### config.mk
export PLATFORM = sky130hd
export DESIGN_NAME = key_conditioner
export DESIGN_NICKNAME = d
export VERILOG_FILES = /design/src/rtl/key_conditioner.sv
export SDC_FILE = /design/constraint.sdc
export NUM_CORES = 1
export LEC_CHECK = 0
export CAP_MARGIN = 20
export CORE_MARGIN = 2
export CORE_UTILIZATION = 61
export DETAILED_ROUTE_END_ITERATION = 16
export GPL_ROUTABILITY_DRIVEN = 0
export HOLD_SLACK_MARGIN = 0.15
export PLACE_DENSITY = 0.79
export REMOVE_ABC_BUFFERS = 1
export SLEW_MARGIN = 20
export SYNTH_ARGS = -nofsm -noshare
export SYNTH_HDL_FRONTEND = slang
export SYNTH_SLANG_ARGS = --single-unit
### constraint.sdc
create_clock -name clk -period 3 [get_ports clk]
set_input_delay 0.3 -clock clk [delete_from_list [all_inputs] [get_ports clk]]
set_output_delay 0.3 -clock clk [all_outputs]
set_load 0.02 [all_outputs]
### src/rtl/key_conditioner.sv
// key_conditioner
//   Conditions a bouncing push-button and three bouncing slide switches into
//   clean, clk-synchronous control signals.
//   - The button path delivers a debounced level and a single-cycle press
//     strobe, which feeds the light-pattern stage's start input.
//   - The switch path delivers a debounced 3-bit value, which feeds the
//     pattern-select input, plus a single-cycle change strobe.
//
// Parameters
//   DEBOUNCE_CYCLES : input stability time in clk cycles (2 .. 2^31)
//
// Ports
//   clk        in   system clock, rising edge
//   rst        in   asynchronous, active-high reset
//   button_in  in   raw push-button, active-high, asynchronous
//   switch_in  in   [2:0] raw slide switches, asynchronous
//   btn_level  out  debounced button level (registered)
//   btn_pulse  out  one-cycle strobe per debounced press
//   switch_out out  [2:0] debounced switch value
//   switch_chg out  one-cycle strobe when switch_out changes
module key_conditioner #(
  parameter int unsigned DEBOUNCE_CYCLES = 1000000
) (
  input  logic       clk,
  input  logic       rst,
  input  logic       button_in,
  input  logic [2:0] switch_in,
  output logic       btn_level,
  output logic       btn_pulse,
  output logic [2:0] switch_out,
  output logic       switch_chg
);

  localparam logic [31:0] CNT_LAST = DEBOUNCE_CYCLES - 1;

  typedef enum logic [1:0] {
    IDLE,
    PRESS_WAIT,
    PRESSED,
    RELEASE_WAIT
  } btn_state_t;

  logic       btn_sync_p0;
  logic       btn_sync_p1;
  logic [2:0] sw_sync_p0;
  logic [2:0] sw_sync_p1;
  logic       btn_s;
  logic [2:0] sw_s;

  btn_state_t state;
  btn_state_t state_nxt;
  logic [31:0] btn_cnt;
  logic [31:0] btn_cnt_nxt;
  logic        pulse_nxt;
  logic        level_nxt;

  logic [2:0]  sw_cand;
  logic [31:0] sw_cnt;

  // ---- Stage p0/p1: two-flop synchronizers for the asynchronous inputs ----
  always_ff @(posedge clk or posedge rst) begin
    if (rst) begin
      btn_sync_p0 <= 1'b0;
      btn_sync_p1 <= 1'b0;
      sw_sync_p0  <= 3'b000;
      sw_sync_p1  <= 3'b000;
    end else begin
      btn_sync_p0 <= button_in;
      btn_sync_p1 <= btn_sync_p0;
      sw_sync_p0  <= switch_in;
      sw_sync_p1  <= sw_sync_p0;
    end
  end

  assign btn_s = btn_sync_p1;
  assign sw_s  = sw_sync_p1;

  // ---- Button debounce FSM: state register and registered outputs ----
  always_ff @(posedge clk or posedge rst) begin
    if (rst) begin
      state     <= IDLE;
      btn_cnt   <= 32'd0;
      btn_pulse <= 1'b0;
      btn_level <= 1'b0;
    end else begin
      state     <= state_nxt;
      btn_cnt   <= btn_cnt_nxt;
      btn_pulse <= pulse_nxt;
      btn_level <= level_nxt;
    end
  end

  always_comb begin
    state_nxt   = state;
    btn_cnt_nxt = btn_cnt;
    pulse_nxt   = 1'b0;
    case (state)
      IDLE: begin
        if (btn_s) begin
          state_nxt   = PRESS_WAIT;
          btn_cnt_nxt = 32'd0;
        end
      end
      PRESS_WAIT: begin
        if (!btn_s) begin
          state_nxt = IDLE;
        end else if (btn_cnt == CNT_LAST) begin
          state_nxt = PRESSED;
          pulse_nxt = 1'b1;
        end else begin
          btn_cnt_nxt = btn_cnt + 32'd1;
        end
      end
      PRESSED: begin
        // Counter is frozen here, so a held button never re-triggers.
        if (!btn_s) begin
          state_nxt   = RELEASE_WAIT;
          btn_cnt_nxt = 32'd0;
        end
      end
      RELEASE_WAIT: begin
        // A short low glitch drops straight back to PRESSED without a pulse.
        if (btn_s) begin
          state_nxt = PRESSED;
        end else if (btn_cnt == CNT_LAST) begin
          state_nxt = IDLE;
        end else begin
          btn_cnt_nxt = btn_cnt + 32'd1;
        end
      end
      default: begin
        state_nxt   = IDLE;
        btn_cnt_nxt = 32'd0;
      end
    endcase
    level_nxt = (state_nxt == PRESSED) || (state_nxt == RELEASE_WAIT);
  end

  // ---- Switch debounce: whole 3-bit word is debounced as one value ----
  always_ff @(posedge clk or posedge rst) begin
    if (rst) begin
      sw_cand    <= 3'b000;
      sw_cnt     <= 32'd0;
      switch_out <= 3'b000;
      switch_chg <= 1'b0;
    end else begin
      switch_chg <= 1'b0;
      if (sw_s != sw_cand) begin
        sw_cand <= sw_s;
        sw_cnt  <= 32'd0;
      end else begin
        // Saturate at the terminal count; a stable value keeps it there.
        if (sw_cnt != CNT_LAST) begin
          sw_cnt <= sw_cnt + 32'd1;
        end else if (sw_cand != switch_out) begin
          switch_out <= sw_cand;
          switch_chg <= 1'b1;
        end
      end
    end
  end

endmodule

Clock wiring as the flow saved it:
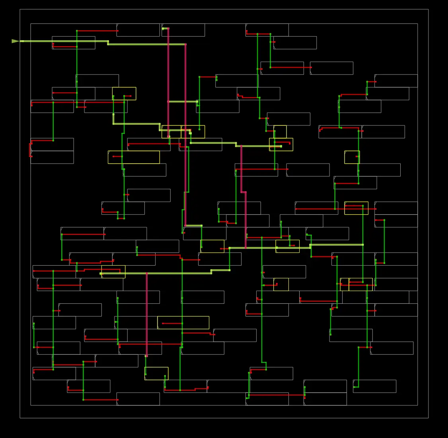
Late-Pin Clk Latency: 0.36 ns
CTS Sinks: 83
P_clk: 0.908 mW
Clock Skew: 0.0120 ns

==> impl_metrics.tcl <==
# yosys + openroad results
set metrics [dict create \
    regArea_sq_um 2080 \
    rsz0062_at_grt "false" \
    maxCapViolCount 0 \
    r2r_end "btn_cnt[10]$_DFFE_PP0P_" \
    grt_use_total_pct 25.5 \
    cp-start-kind "register" \
    postPlaceCellArea_sq_um 4420 \
    io_buffers 11 \
    whs_endpoint "sw_s[0]$_DFF_PP0_" \
    diodes 0 \
    dr.pass1.iters 5 \
    dr_total_vias 3495 \
    worst_setup_path_end_kind "register" \
    fin_setup_tns_ns 0 \
    slew_violations 0 \
    crit_type "reg2reg" \
    finalHoldViolCount 0 \
    cp_max_fo 15 \
    worstPathRequired_ns 3.25 \
    netlist_top_cells_count "dfrtp_1, nor2_1, nand2_1" \
    final_cell_area_sq_um 4650 \
    warnings 25 \
    whs_ns 0.360 \
    synth.top_cell.area_share_pct 49.0 \
    clk_pin_slew_ns 0.09 \
    busiest_layer "met2" \
    largest_area_cell "dfrtp_1" \
    post-cts-setup-buffers 0 \
    via_per_inst 6.58 \
    wl_per_cell_um 16.9 \
    yosys_area_sq_um 4240 \
    comb_area_sq_um 2020 \
    min_path_cells 0 \
    fin_util_pct 68.8 \
    yosys_warnings 0 \
    run_status "finished clean" \
    cts.repair.resized 0 \
    edf_count 0 \
    dp_hpwl_um 6000 \
    postSynthSeqShare_pct 49.0 \
    n_fill_cell 528 \
    hold_path_class "reg2reg" \
    grt_overflow 0 \
    rows 30 \
    synth_cell_types 49 \
    netlist_area_sq_um 4240 \
    drt-total-wl_um 8970 \
    drive_gt1_share_pct 9.09 \
    numCtsBuffers 9 \
    min_period_ns 2.65 \
    regToRegSetupSlack_ns 0.35 \
    die_y_um 87.4 \
    grt_max_degree 57 \
    met1_usage_pct 37.1 \
    r2r_start "btn_cnt[0]$_DFFE_PP0P_" \
    synthMostInstantiatedCell "dfrtp_1" \
    dieArea_sq_um 7640 \
    layout-area-overhead-vs-synth_pct 9.53 \
    root_buffer "clkbuf_8" \
    final_antenna_net_count 0 \
    drc 0 \
    hold_buffers 0 \
    synth-main-ff-cell "dfrtp_1" \
    rr_worst_depth 7 \
    grt_use_met2_pct 37.7 \
    worstHoldStart "sw_sync_p0[0]$_DFF_PP0_" \
    min_period_over_period_pct 88.4 \
    cts_tree "done" \
    nets 454 \
    die_w_um 87.4 \
    yosys_cells 434 \
    initial_utilization_pct 62.8 \
    cellLeakagePower_nw 1.79 \
    netlist_top_cells_area "dfrtp_1, xnor2_1, nor2_1" \
    synth-async-reset-ratio_pct 100 \
    clockBufferDepth 2 \
    grt_pass1_vias 3115 \
    use_met3_pct 6.07 \
    cts_max_level 3 \
    ios 12 \
    setup_viol 0 \
    fin_total_pwr_mw 2.16 \
    drt-initial-drc-count 312 \
    power.density_nw_per_um2 464 \
    syn_inst 434 \
]
Sequential cells colored by netlist name:
Other sequential cells in the stronger gray, the rest of the logic in the fainter gray.
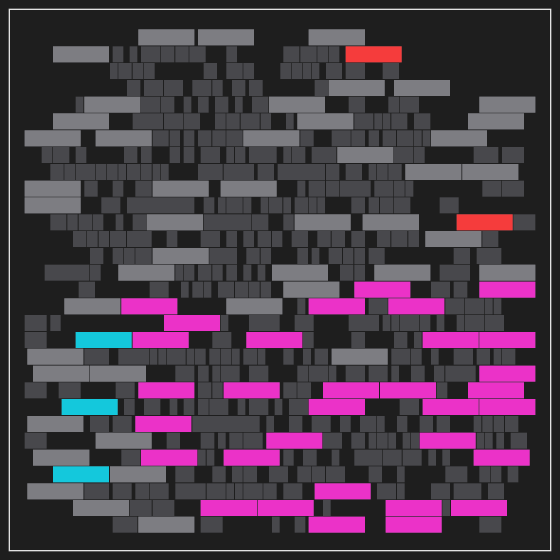
legend:
  magenta:
    signal: sw_cnt
    flops: 32
  cyan:
    signal: sw_s
    flops: 3
  red:
    signal: state
    flops: 2

-- worst max-delay path: stages (launching register included) --
cell and delay (ns):
dfrtp_1 0.43, ha_1 0.24, nand3_1 0.19, or3_1 0.46, o31ai_4 0.64, buf_4 0.34, o21ai_0 0.13, o31ai_1 0.10
-- per-layer routing --
metal	vias up	share of wire [%]
li1	1633	-
met1	1704	45
met2	139	45
met3	19	7.3
met4	0	1.9
met5	-	0
-- power breakdown --
part | total (mW) | internal (mW) | switching, mW
clock | 0.908 | 0.476 | 0.432
sequential | 1.15 | 1.13 | 0.0138
combinational | 0.102 | 0.0309 | 0.0710
total | 2.16 | 1.64 | 0.517
-- cell usage in the layout, fill, tap and decap left out, types with 4 or more instances in the layout --
master,count
inv_1,7
nand4_1,21
buf_4,10
a31oi_1,13
o21ai_0,28
o31ai_1,13
clkbuf_8,9
dfrtp_1,83
nor4_1,14
nand2_1,31
and3_1,8
nand3_1,30
xor2_1,9
clkdlybuf4s50_1,11
xnor2_1,24
and4_1,7
or3_1,4
nor3_1,15
or4_1,5
a21oi_1,7
mux2_2,5
nor2_1,41
and2_1,4
nor4b_1,4
a41oi_1,6
-- layout make-up --
cell class | instances | share of cell area, %
clock buffers | 9 | 2.67
multi-input cells | 322 | 43.5
inverters | 9 | 0.862
clock inverters | 7 | 2.18
well taps | 80 | 2.15
repair buffers | 21 | 3.98
flip-flops and latches | 83 | 44.7
-- cell families after synthesis --
logic type | synth area share, %
xor+xnor | 6.81
simple gates | 25.3
mux | 1.56
buf+inv | 3.45
compound gates | 13.3
flops | 49.0
fa+ha+maj | 0.590
-- registers in the layout, indices dropped and copies added (netlist names) --
signal       count
btn_cnt         32
btn_level        1
btn_pulse        1
btn_s            1
btn_sync_p0      1
state            2
sw_cand          3
sw_cnt          32
sw_s             3
sw_sync_p0       3
switch_chg       1
switch_out       3
-- how the worst max path moves through the flow --
| stage | end | start |
|---|---|---|
| 4_1_cts | btn_cnt[10]$_DFFE_PP0P_ | btn_cnt[0]$_DFFE_PP0P_ |
| 3_3_place_gp | btn_cnt[27]$_DFFE_PP0P_ | btn_cnt[0]$_DFFE_PP0P_ |
| 5_1_grt | btn_cnt[10]$_DFFE_PP0P_ | btn_cnt[0]$_DFFE_PP0P_ |
| 3_5_place_dp | btn_cnt[10]$_DFFE_PP0P_ | btn_cnt[0]$_DFFE_PP0P_ |
| 2_1_floorplan | btn_cnt[0]$_DFFE_PP0P_ | rst |
| 6_report | btn_cnt[10]$_DFFE_PP0P_ | btn_cnt[0]$_DFFE_PP0P_ |
-- per-stage QoR --
| step | instances | worst slack (ns) |
|---|---|---|
| after floorplan | 414 | 0.563 |
| after global routing | 531 | 0.165 |
| after CTS | 531 | 0.396 |
| final | 531 | 0.348 |
| after detailed placement | 515 | 0.409 |
| after global placement | 515 | 0.532 |
No activity file was given, so power comes from the tool's default toggle rates.
